**Run 1: routed metal, one color a layer**

Drawn at 2 px/um.
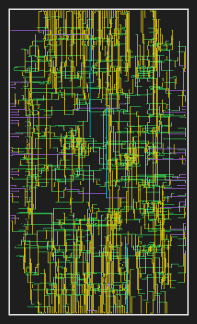
**Run 1: logic cells by family**

Drawn at 2 px/um.
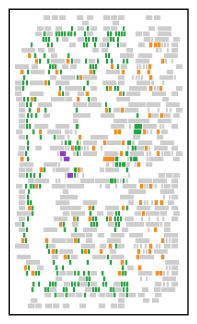
**Run 1: the metal 3 layer**

Drawn at 4 px/um.
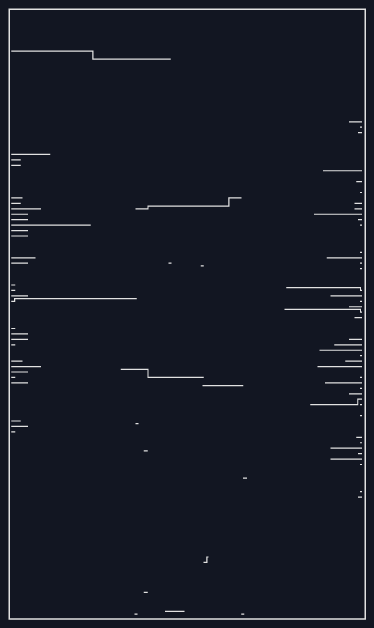
## src/rtl/sdram_arbiter_if.sv

```systemverilog
// sdram_arbiter_if
//   Bus bundle between the two requesters, the arbiter and the SDRAM command
//   sequencer. Only clk_25mhz and rst are kept out of this bundle.
//   Signals:
//     m0_*/m1_*   requester handshake (req/we/addr/wdata in, ack/rdata out)
//     ctl_*       command handshake toward the controller (req/refresh/we/
//                 addr/wdata out, done/rdata in)
//     ref_overrun sticky refresh overrun flag
//   Modports:
//     slave  - the arbiter's view
//     master - the view of the logic around the arbiter (requesters plus
//              controller), used by the testbench
interface sdram_arbiter_if #(
  parameter int unsigned ADDR_W = 24,
  parameter int unsigned DATA_W = 16
);
  logic              m0_req;
  logic              m0_we;
  logic [ADDR_W-1:0] m0_addr;
  logic [DATA_W-1:0] m0_wdata;
  logic              m0_ack;
  logic [DATA_W-1:0] m0_rdata;

  logic              m1_req;
  logic              m1_we;
  logic [ADDR_W-1:0] m1_addr;
  logic [DATA_W-1:0] m1_wdata;
  logic              m1_ack;
  logic [DATA_W-1:0] m1_rdata;

  logic              ctl_req;
  logic              ctl_refresh;
  logic              ctl_we;
  logic [ADDR_W-1:0] ctl_addr;
  logic [DATA_W-1:0] ctl_wdata;
  logic              ctl_done;
  logic [DATA_W-1:0] ctl_rdata;

  logic              ref_overrun;

  modport slave (
    input  m0_req, m0_we, m0_addr, m0_wdata,
    input  m1_req, m1_we, m1_addr, m1_wdata,
    input  ctl_done, ctl_rdata,
    output m0_ack, m0_rdata, m1_ack, m1_rdata,
    output ctl_req, ctl_refresh, ctl_we, ctl_addr, ctl_wdata,
    output ref_overrun
  );

  modport master (
    output m0_req, m0_we, m0_addr, m0_wdata,
    output m1_req, m1_we, m1_addr, m1_wdata,
    output ctl_done, ctl_rdata,
    input  m0_ack, m0_rdata, m1_ack, m1_rdata,
    input  ctl_req, ctl_refresh, ctl_we, ctl_addr, ctl_wdata,
    input  ref_overrun
  );
endinterface

```

## src/rtl/sdram_arbiter.sv

```systemverilog
// sdram_arbiter
//   Shares one SDRAM command sequencer between two single-word requesters and
//   inserts periodic auto-refresh ahead of both. One transaction is in flight
//   at a time: IDLE picks a winner, BUSY holds the command until ctl_done,
//   ACK returns a one-cycle completion pulse (with read data) to the owner.
//   Ports:
//     clk_25mhz  sole clock
//     rst        synchronous, active-high reset (aborts any transaction)
//     bus        sdram_arbiter_if.slave (requester and controller handshakes,
//                ref_overrun status)
//   Configuration:
//     SDRAM_ARB_RR_EN  defined: round-robin between m0/m1 on a tie.
//                      undefined: fixed priority, m0 wins ties.
//     Refresh always takes priority over both requesters.
module sdram_arbiter #(
  parameter int unsigned ADDR_W         = 24,
  parameter int unsigned DATA_W         = 16,
  parameter int unsigned REFRESH_CYCLES = 195
) (
  input logic            clk_25mhz,
  input logic            rst,
  sdram_arbiter_if.slave bus
);

  localparam logic [1:0] ST_IDLE = 2'd0;
  localparam logic [1:0] ST_BUSY = 2'd1;
  localparam logic [1:0] ST_ACK  = 2'd2;

  localparam logic OWN_M0 = 1'b0;
  localparam logic OWN_M1 = 1'b1;

  localparam int unsigned TIMER_W = (REFRESH_CYCLES > 1) ? $clog2(REFRESH_CYCLES) : 1;
  localparam logic [TIMER_W-1:0] TIMER_RELOAD = TIMER_W'(REFRESH_CYCLES - 1);
  localparam logic [TIMER_W-1:0] TIMER_ZERO   = {TIMER_W{1'b0}};
  localparam logic [TIMER_W-1:0] TIMER_ONE    = {{(TIMER_W-1){1'b0}}, 1'b1};

  logic [1:0]        state_q,       state_d;
  logic [TIMER_W-1:0] timer_q,      timer_d;
  logic              pending_q,     pending_d;
  logic              overrun_q,     overrun_d;
  logic              owner_q,       owner_d;
  logic              ctl_req_q,     ctl_req_d;
  logic              ctl_refresh_q, ctl_refresh_d;
  logic              ctl_we_q,      ctl_we_d;
  logic [ADDR_W-1:0] ctl_addr_q,    ctl_addr_d;
  logic [DATA_W-1:0] ctl_wdata_q,   ctl_wdata_d;
  logic              m0_ack_q,      m0_ack_d;
  logic              m1_ack_q,      m1_ack_d;
  logic [DATA_W-1:0] m0_rdata_q,    m0_rdata_d;
  logic [DATA_W-1:0] m1_rdata_q,    m1_rdata_d;

  logic              expire_s;
  logic              pending_clr_s;
  logic              any_req_s;
  logic              grant_m1_s;
  logic              win_we_s;
  logic [ADDR_W-1:0] win_addr_s;
  logic [DATA_W-1:0] win_wdata_s;
  logic              master_grant_s;

`ifdef SDRAM_ARB_RR_EN
  logic              last_grant_q,  last_grant_d;
`endif

  assign any_req_s      = bus.m0_req | bus.m1_req;
  assign expire_s       = (timer_q == TIMER_ZERO);
  // A master is granted only from IDLE and only when no refresh is waiting.
  assign master_grant_s = (state_q == ST_IDLE) & ~pending_q & any_req_s;

  // Pick the requester that wins when both ask in the same IDLE cycle.
  always_comb begin
    grant_m1_s = 1'b0;
    if (bus.m0_req && bus.m1_req) begin
`ifdef SDRAM_ARB_RR_EN
      grant_m1_s = (last_grant_q == OWN_M0);
`else
      grant_m1_s = 1'b0;
`endif
    end else if (bus.m1_req) begin
      grant_m1_s = 1'b1;
    end else begin
      grant_m1_s = 1'b0;
    end
  end

  // Mux the winning requester's command fields.
  always_comb begin
    if (grant_m1_s) begin
      win_we_s    = bus.m1_we;
      win_addr_s  = bus.m1_addr;
      win_wdata_s = bus.m1_wdata;
    end else begin
      win_we_s    = bus.m0_we;
      win_addr_s  = bus.m0_addr;
      win_wdata_s = bus.m0_wdata;
    end
  end

  // Free-running refresh interval down-counter, reloads after reaching zero.
  always_comb begin
    if (expire_s) begin
      timer_d = TIMER_RELOAD;
    end else begin
      timer_d = timer_q - TIMER_ONE;
    end
  end

  // Main transaction sequencer: IDLE -> BUSY -> (ACK) -> IDLE.
  always_comb begin
    state_d       = state_q;
    owner_d       = owner_q;
    ctl_req_d     = ctl_req_q;
    ctl_refresh_d = ctl_refresh_q;
    ctl_we_d      = ctl_we_q;
    ctl_addr_d    = ctl_addr_q;
    ctl_wdata_d   = ctl_wdata_q;
    m0_ack_d      = 1'b0;
    m1_ack_d      = 1'b0;
    m0_rdata_d    = m0_rdata_q;
    m1_rdata_d    = m1_rdata_q;
    pending_clr_s = 1'b0;
    case (state_q)
      ST_IDLE: begin
        if (pending_q) begin
          state_d       = ST_BUSY;
          ctl_req_d     = 1'b1;
          ctl_refresh_d = 1'b1;
          ctl_we_d      = 1'b0;
          ctl_addr_d    = {ADDR_W{1'b0}};
          ctl_wdata_d   = {DATA_W{1'b0}};
        end else if (any_req_s) begin
          state_d       = ST_BUSY;
          owner_d       = grant_m1_s ? OWN_M1 : OWN_M0;
          ctl_req_d     = 1'b1;
          ctl_refresh_d = 1'b0;
          ctl_we_d      = win_we_s;
          ctl_addr_d    = win_addr_s;
          ctl_wdata_d   = win_wdata_s;
        end else begin
          state_d       = ST_IDLE;
        end
      end
      ST_BUSY: begin
        if (bus.ctl_done) begin
          ctl_req_d = 1'b0;
          if (ctl_refresh_q) begin
            // Refresh completes silently; no requester is acknowledged.
            ctl_refresh_d = 1'b0;
            pending_clr_s = 1'b1;
            state_d       = ST_IDLE;
          end else begin
            state_d = ST_ACK;
            if (owner_q == OWN_M1) begin
              m1_ack_d   = 1'b1;
              m1_rdata_d = bus.ctl_rdata;
            end else begin
              m0_ack_d   = 1'b1;
              m0_rdata_d = bus.ctl_rdata;
            end
          end
        end else begin
          state_d = ST_BUSY;
        end
      end
      ST_ACK: begin
        state_d = ST_IDLE;
      end
      default: begin
        state_d       = ST_IDLE;
        ctl_req_d     = 1'b0;
        ctl_refresh_d = 1'b0;
      end
    endcase
  end

  // Refresh bookkeeping: a new expiry beats a same-cycle refresh completion.
  always_comb begin
    if (expire_s) begin
      pending_d = 1'b1;
    end else if (pending_clr_s) begin
      pending_d = 1'b0;
    end else begin
      pending_d = pending_q;
    end
    overrun_d = overrun_q | (expire_s & pending_q);
  end

`ifdef SDRAM_ARB_RR_EN
  // Remember the most recent master grant for tie-breaking.
  always_comb begin
    if (master_grant_s) begin
      last_grant_d = grant_m1_s ? OWN_M1 : OWN_M0;
    end else begin
      last_grant_d = last_grant_q;
    end
  end

  // Last-grant register; m1 after reset so m0 wins the first tie.
  always_ff @(posedge clk_25mhz) begin
    if (rst) begin
      last_grant_q <= OWN_M1;
    end else begin
      last_grant_q <= last_grant_d;
    end
  end
`endif

  // State and output registers.
  always_ff @(posedge clk_25mhz) begin
    if (rst) begin
      state_q       <= ST_IDLE;
      timer_q       <= TIMER_RELOAD;
      pending_q     <= 1'b0;
      overrun_q     <= 1'b0;
      owner_q       <= OWN_M0;
      ctl_req_q     <= 1'b0;
      ctl_refresh_q <= 1'b0;
      ctl_we_q      <= 1'b0;
      ctl_addr_q    <= {ADDR_W{1'b0}};
      ctl_wdata_q   <= {DATA_W{1'b0}};
      m0_ack_q      <= 1'b0;
      m1_ack_q      <= 1'b0;
      m0_rdata_q    <= {DATA_W{1'b0}};
      m1_rdata_q    <= {DATA_W{1'b0}};
    end else begin
      state_q       <= state_d;
      timer_q       <= timer_d;
      pending_q     <= pending_d;
      overrun_q     <= overrun_d;
      owner_q       <= owner_d;
      ctl_req_q     <= ctl_req_d;
      ctl_refresh_q <= ctl_refresh_d;
      ctl_we_q      <= ctl_we_d;
      ctl_addr_q    <= ctl_addr_d;
      ctl_wdata_q   <= ctl_wdata_d;
      m0_ack_q      <= m0_ack_d;
      m1_ack_q      <= m1_ack_d;
      m0_rdata_q    <= m0_rdata_d;
      m1_rdata_q    <= m1_rdata_d;
    end
  end

  assign bus.ctl_req     = ctl_req_q;
  assign bus.ctl_refresh = ctl_refresh_q;
  assign bus.ctl_we      = ctl_we_q;
  assign bus.ctl_addr    = ctl_addr_q;
  assign bus.ctl_wdata   = ctl_wdata_q;
  assign bus.m0_ack      = m0_ack_q;
  assign bus.m1_ack      = m1_ack_q;
  assign bus.m0_rdata    = m0_rdata_q;
  assign bus.m1_rdata    = m1_rdata_q;
  assign bus.ref_overrun = overrun_q;

endmodule

```

## src/flat_wrapper.sv

```systemverilog
// flat-port wrapper written by rule: the top's interface ports become plain ports
module sdram_arbiter_flat 
#(
  parameter int unsigned ADDR_W         = 24,
  parameter int unsigned DATA_W         = 16,
  parameter int unsigned REFRESH_CYCLES = 195
)
  (clk_25mhz, rst, bus_m0_req, bus_m0_we, bus_m0_addr, bus_m0_wdata, bus_m1_req, bus_m1_we, bus_m1_addr, bus_m1_wdata, bus_ctl_done, bus_ctl_rdata, bus_m0_ack, bus_m0_rdata, bus_m1_ack, bus_m1_rdata, bus_ctl_req, bus_ctl_refresh, bus_ctl_we, bus_ctl_addr, bus_ctl_wdata, bus_ref_overrun);
  sdram_arbiter_if #(.ADDR_W(ADDR_W), .DATA_W(DATA_W)) bus_i ();
  input logic clk_25mhz;
  input logic rst;
  input wire logic [$bits(bus_i.m0_req)-1:0] bus_m0_req;
  input wire logic [$bits(bus_i.m0_we)-1:0] bus_m0_we;
  input wire logic [$bits(bus_i.m0_addr)-1:0] bus_m0_addr;
  input wire logic [$bits(bus_i.m0_wdata)-1:0] bus_m0_wdata;
  input wire logic [$bits(bus_i.m1_req)-1:0] bus_m1_req;
  input wire logic [$bits(bus_i.m1_we)-1:0] bus_m1_we;
  input wire logic [$bits(bus_i.m1_addr)-1:0] bus_m1_addr;
  input wire logic [$bits(bus_i.m1_wdata)-1:0] bus_m1_wdata;
  input wire logic [$bits(bus_i.ctl_done)-1:0] bus_ctl_done;
  input wire logic [$bits(bus_i.ctl_rdata)-1:0] bus_ctl_rdata;
  output wire logic [$bits(bus_i.m0_ack)-1:0] bus_m0_ack;
  output wire logic [$bits(bus_i.m0_rdata)-1:0] bus_m0_rdata;
  output wire logic [$bits(bus_i.m1_ack)-1:0] bus_m1_ack;
  output wire logic [$bits(bus_i.m1_rdata)-1:0] bus_m1_rdata;
  output wire logic [$bits(bus_i.ctl_req)-1:0] bus_ctl_req;
  output wire logic [$bits(bus_i.ctl_refresh)-1:0] bus_ctl_refresh;
  output wire logic [$bits(bus_i.ctl_we)-1:0] bus_ctl_we;
  output wire logic [$bits(bus_i.ctl_addr)-1:0] bus_ctl_addr;
  output wire logic [$bits(bus_i.ctl_wdata)-1:0] bus_ctl_wdata;
  output wire logic [$bits(bus_i.ref_overrun)-1:0] bus_ref_overrun;
  assign bus_i.m0_req = bus_m0_req;
  assign bus_i.m0_we = bus_m0_we;
  assign bus_i.m0_addr = bus_m0_addr;
  assign bus_i.m0_wdata = bus_m0_wdata;
  assign bus_i.m1_req = bus_m1_req;
  assign bus_i.m1_we = bus_m1_we;
  assign bus_i.m1_addr = bus_m1_addr;
  assign bus_i.m1_wdata = bus_m1_wdata;
  assign bus_i.ctl_done = bus_ctl_done;
  assign bus_i.ctl_rdata = bus_ctl_rdata;
  assign bus_m0_ack = bus_i.m0_ack;
  assign bus_m0_rdata = bus_i.m0_rdata;
  assign bus_m1_ack = bus_i.m1_ack;
  assign bus_m1_rdata = bus_i.m1_rdata;
  assign bus_ctl_req = bus_i.ctl_req;
  assign bus_ctl_refresh = bus_i.ctl_refresh;
  assign bus_ctl_we = bus_i.ctl_we;
  assign bus_ctl_addr = bus_i.ctl_addr;
  assign bus_ctl_wdata = bus_i.ctl_wdata;
  assign bus_ref_overrun = bus_i.ref_overrun;
  sdram_arbiter #(.ADDR_W(ADDR_W), .DATA_W(DATA_W), .REFRESH_CYCLES(REFRESH_CYCLES)) u_core (.clk_25mhz(clk_25mhz), .rst(rst), .bus(bus_i));
endmodule
```

## config.mk

```make
export PLATFORM = sky130hd
export DESIGN_NAME = sdram_arbiter_flat
export DESIGN_NICKNAME = d
export VERILOG_FILES = /design/src/rtl/sdram_arbiter_if.sv /design/src/rtl/sdram_arbiter.sv /design/src/flat_wrapper.sv
export SDC_FILE = /design/constraint.sdc
export NUM_CORES = 1
export LEC_CHECK = 0
export ABC_AREA = 1
export CAP_MARGIN = 20
export CORE_ASPECT_RATIO = 1.75
export CORE_MARGIN = 2
export CORE_UTILIZATION = 30
export DETAILED_ROUTE_END_ITERATION = 10
export GPL_ROUTABILITY_DRIVEN = 1
export PLACE_DENSITY_LB_ADDON = 0.05
export SETUP_SLACK_MARGIN = 0.02
export SLEW_MARGIN = 20
export SYNTH_ARGS = -nofsm -noshare
export SYNTH_HDL_FRONTEND = slang
export SYNTH_SLANG_ARGS = --single-unit
```

## constraint.sdc

```tcl
create_clock -name clk_25mhz -period 2.25 [get_ports clk_25mhz]
set_input_delay 0.3375 -clock clk_25mhz [delete_from_list [all_inputs] [get_ports clk_25mhz]]
set_output_delay 0.3375 -clock clk_25mhz [all_outputs]
set_load 0.01 [all_outputs]
```

==> notes.md, run 1 <==
fresh numbers from the pnr run: result of the run=finished clean, start point of the critical path=u_core.bus.ctl_wdata[15]$_SDFFE_PP0P_, highest achievable clock rate=632 MHz, fraction of registers with async set or reset after synthesis=0%, overall fraction of global-route tracks in use=between 10% and 20%, diodes inserted=0, ys flops=roughly 90, Final GP Congestion=approximately 0.74, final count of pins violating max slew=0, number of remaining DRC errors=0, origin of the worst min-delay path=rst, unrepaired setup endpoints after global routing=false, Setup crit end kind=primary output, number of clock sinks=90, chip area=0.0135 sq mm, Floorplan Core Area=0.0124 sq mm, reg-to-reg endpoint=u_core.timer_q[5]$_SDFF_PP0_, number of flip-flops in the largest register=24, slack of the worst reg-to-reg path=0.72 ns, standard-cell row count=54, Final HPWL DP=about 8.6 mm, multi-input combinational cell area=0.00172 sq mm, fraction of layout cells with a size suffix above 1=4.45%, maximum count of clock buffers along a single path=2, count of synthesis-stage warnings from yosys=0, number of buffers created by CTS=9, FILL cells=1,269
## Picture notes: 'routed metal, one color a layer'
- M2: yellow (wire length 6,760 um)
- M3: purple (wire length 426 um)
- M1: green (wire length 4,170 um)
- M4: cyan (wire length 213 um)

## Picture notes: 'logic cells by family'
- nand cells: green (cells 232)
- xor and xnor cells: purple (cells 3)
- aoi and oai cells: orange (cells 85; where widely spread)

## Picture notes: 'the metal 3 layer'
- share of all routed wire: 3.7%
- nets with wire on the layer: 78
- main direction: horizontal
- wire length on this layer: 426 um
- longest straight run: 30.4 um

run 1: cell type report:
type,instances,area share (%)
clock inverter,6,1.56
multi-input combinational,406,28.5
sequential,90,29.9
clock buffer,10,3.97
inverter,22,1.43
tap,168,3.49
timing repair buffer,185,31.1
run 1: routing by layer:
layer	track usage (%)	wire length (um)
met3	3.20	425
met5	0	0
met4	5.84	212
met2	34.6	6760
met1	17.1	4170
run 1: power breakdown:
group          switching (W)  internal [W]  leakage, nW  total (W)
clock network       0.000632       0.00102        0.160    0.00165
registers          0.0000672       0.00171        0.737    0.00178
logic               0.000413      0.000467         1.59   0.000879
## Run 2: what changed since run 1
clock period = 1.45 ns   (was 2.25 ns; I/O delays follow)
==> notes.md, run 2 <==
fresh numbers from the pnr run: met1 demand-to-capacity share in global routing=17.8% (+0.66 points), routed length on met3=434 um (+2.1%), sequential power=0.00275 W (+54%), Power Combinational=0.00136 W (+55%), Switching Fraction=26.9% (+1.0 points), standard-cell row count=54 (unchanged), FILL cells=1,240 (-2.3%), Final GP Congestion=0.769 (+3.2%), slack of the worst reg-to-reg path=0.16 ns (-0.56 ns), number of flip-flops in the largest register=24 (unchanged), Setup crit end kind=primary output, result of the run=finished clean, Sw Pwr=0.00175 W (+57%), Leading power group=sequential cells, number of clock sinks=90 (unchanged), fraction of layout cells with a size suffix above 1=6.68% (+2.2 points), internal power contribution=0.00476 W (+49%), count of synthesis-stage warnings from yosys=0 (unchanged), Final HPWL DP=8.54 mm (-1.2%), final count of pins violating max slew=0 (unchanged), met2 Resource Use GR=32.5% (-2.1 points), reg-to-reg endpoint=u_core.bus.m0_rdata[6]$_SDFFE_PP0P_, number of buffers created by CTS=9 (unchanged), overall fraction of global-route tracks in use=17.1% (-0.38 points), share of total power in the clock network=36.9% (-1.3 points), sequential fraction of design power=42.3% (+1.0 points), number of remaining DRC errors=0 (unchanged), start point of the critical path=u_core.bus.m0_ack$_SDFF_PP0_, ys flops=90 (unchanged)
==> run 2: cell counts after synthesis <==
No cell type changed its count.
==> run 2: through the flow <==
stage | utilization (%) | total power [W]
global route | 49.7 | 0.00688
global placement | 47.5 | 0.00426
detailed placement | 47.5 | 0.00429
finish | 49.7 | 0.00651
CTS | 49.4 | 0.00662
floorplan | - | 0.00345
==> run 2: area by class of cell <==
class,count,area (sq um),share of cell area [%]
well taps,168,210,3.42
inverters,22,86.3,1.41
multi-input cells,406,1740,28.3
flip-flops and latches,90,1800,29.3
clock inverters,6,71.3,1.16
clock buffers,10,239,3.89
repair buffers,199,2000,32.5
**Run 2: logic cells by family**

Drawn at 2 px/um.
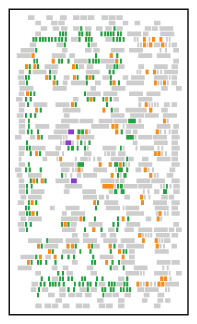
- aoi and oai cells: orange (cells 85; where widely spread)
- nand cells: green (cells 232)
- xor and xnor cells: purple (cells 3)

**Run 2: clock wiring as the flow saved it**

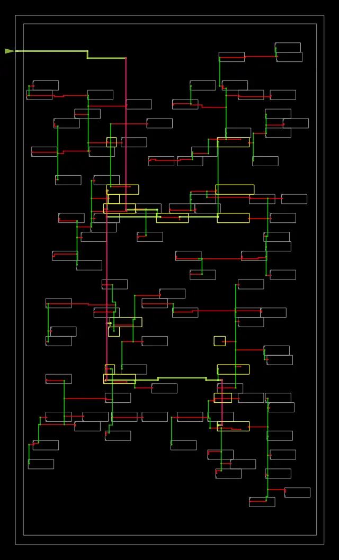
total clock network power: 0.00240 W
largest clock skew in the final design: 0.00607 ns
clock latency on the worst-skew pair: 0.33 ns

## Run 3: what changed since run 2
SKIP_CTS_REPAIR_TIMING = 1   (was unset)
==> notes.md, run 3 <==
fresh numbers from the pnr run: standard-cell row count=54 (unchanged), maximum number of pins on one net before global-route repair=between 40 and 50, number of clock sinks=90 (unchanged), clock latency on the worst-skew pair=0.33 ns (about the same), wire per inst=12.5 um, Switching Fraction=26.6% (-0.24 points), count of synthesis-stage warnings from yosys=0 (unchanged), Most used DFF post-synth=sky130_fd_sc_hd__dfxtp_1, start point of the critical path=u_core.bus.m0_ack$_SDFF_PP0_, number of remaining DRC errors=0 (unchanged), largest clock skew in the final design=0.00646 ns (+0.000390 ns), critical path's top delay family=buffers and inverters, met2 Resource Use GR=32.6% (+0.14 points), met1 demand-to-capacity share in global routing=17.9% (+0.068 points), maximum VDD drop=0.645 mV, routed length on met3=472 um (+8.8%), total power consumption of the routed design=0.00657 W (+0.96%), final count of pins violating max slew=0 (unchanged), share of total power in the clock network=36.6% (-0.3 points), result of the run=finished clean, Setup crit end kind=primary output, number of buffers created by CTS=9 (unchanged), xor/xnor share of the synthesized area=0.699%, overall fraction of global-route tracks in use=17.1% (unchanged), utilization of the core after routing=51.8% (+2.1 points), internal power contribution=0.00482 W (+1.3%), reg-to-reg endpoint=u_core.bus.m0_rdata[6]$_SDFFE_PP0P_, Final HPWL DP=8.54 mm (unchanged), sequential fraction of design power=41.9% (-0.4 points), cell area after layout=0.00640 sq mm, slack of the worst reg-to-reg path=0.16 ns (about the same), Sw Pwr=0.00175 W (about the same), Final GP Congestion=0.769 (unchanged), I/O pin cnt=181, final setup margin=0.0605 ns, ys flops=90 (unchanged), remaining number of nets flagged by the antenna check after routing=0, fraction of layout cells with a size suffix above 1=6.68% (unchanged)
## run 3: cell types whose count changed in the layout (fill, tap and decap cells not counted), sizes merged
| cell | change |
|---|---|
| dlygate4sd2 | -69 |
| dlymetal6s2s | +69 |
## run 3: area by class of cell
cell class                 count  area, sq um
multi-input combinational    406         1740
clock inverter                 6         71.3
clock buffer                  10          239
sequential                    90         1800
tap                          168          210
fill                        1190         5970
timing repair buffer         199         2250
inverter                      22         86.3
## run 3: power groups by stage
stage	sequential [W]	combinational [W]	clock, W
after detailed placement	0.00282	0.00147	0
after CTS	0.00276	0.00148	0.00248
after floorplan	0.00288	0.000572	0
final	0.00275	0.00142	0.00240
after global placement	0.00281	0.00145	0
after global routing	0.00277	0.00157	0.00260
**Run 3: clock network drawn from the DEF**

Drawn at 4 px/um.
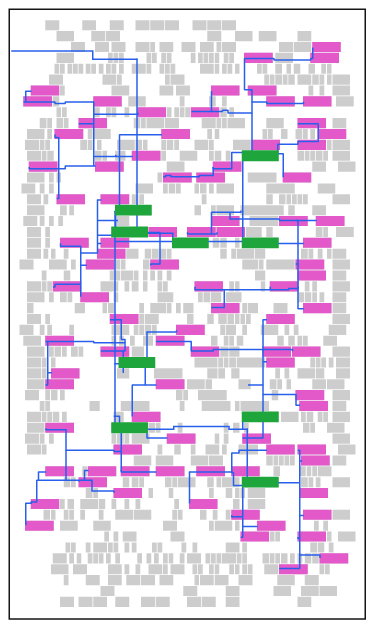
- flip-flops: magenta (count 90)
- clock-net drivers: green (count 9)
- clock wires: blue (length 1,130 um)
- routed clock nets: 10
- flops lie: widely spread

**Run 3: the metal 3 layer**

Drawn at 4 px/um.
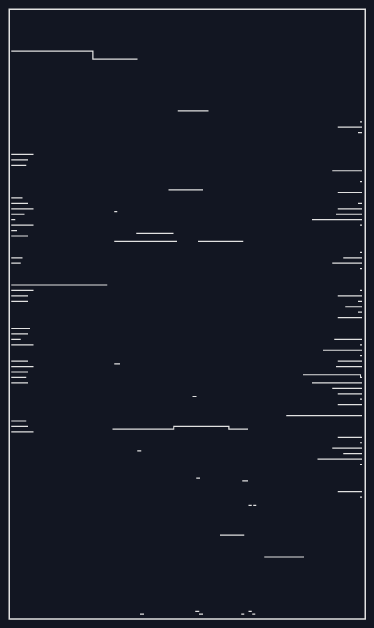
- nets with wire on the layer: 82
- main direction: horizontal

Power and IR drop assume default switching activity.
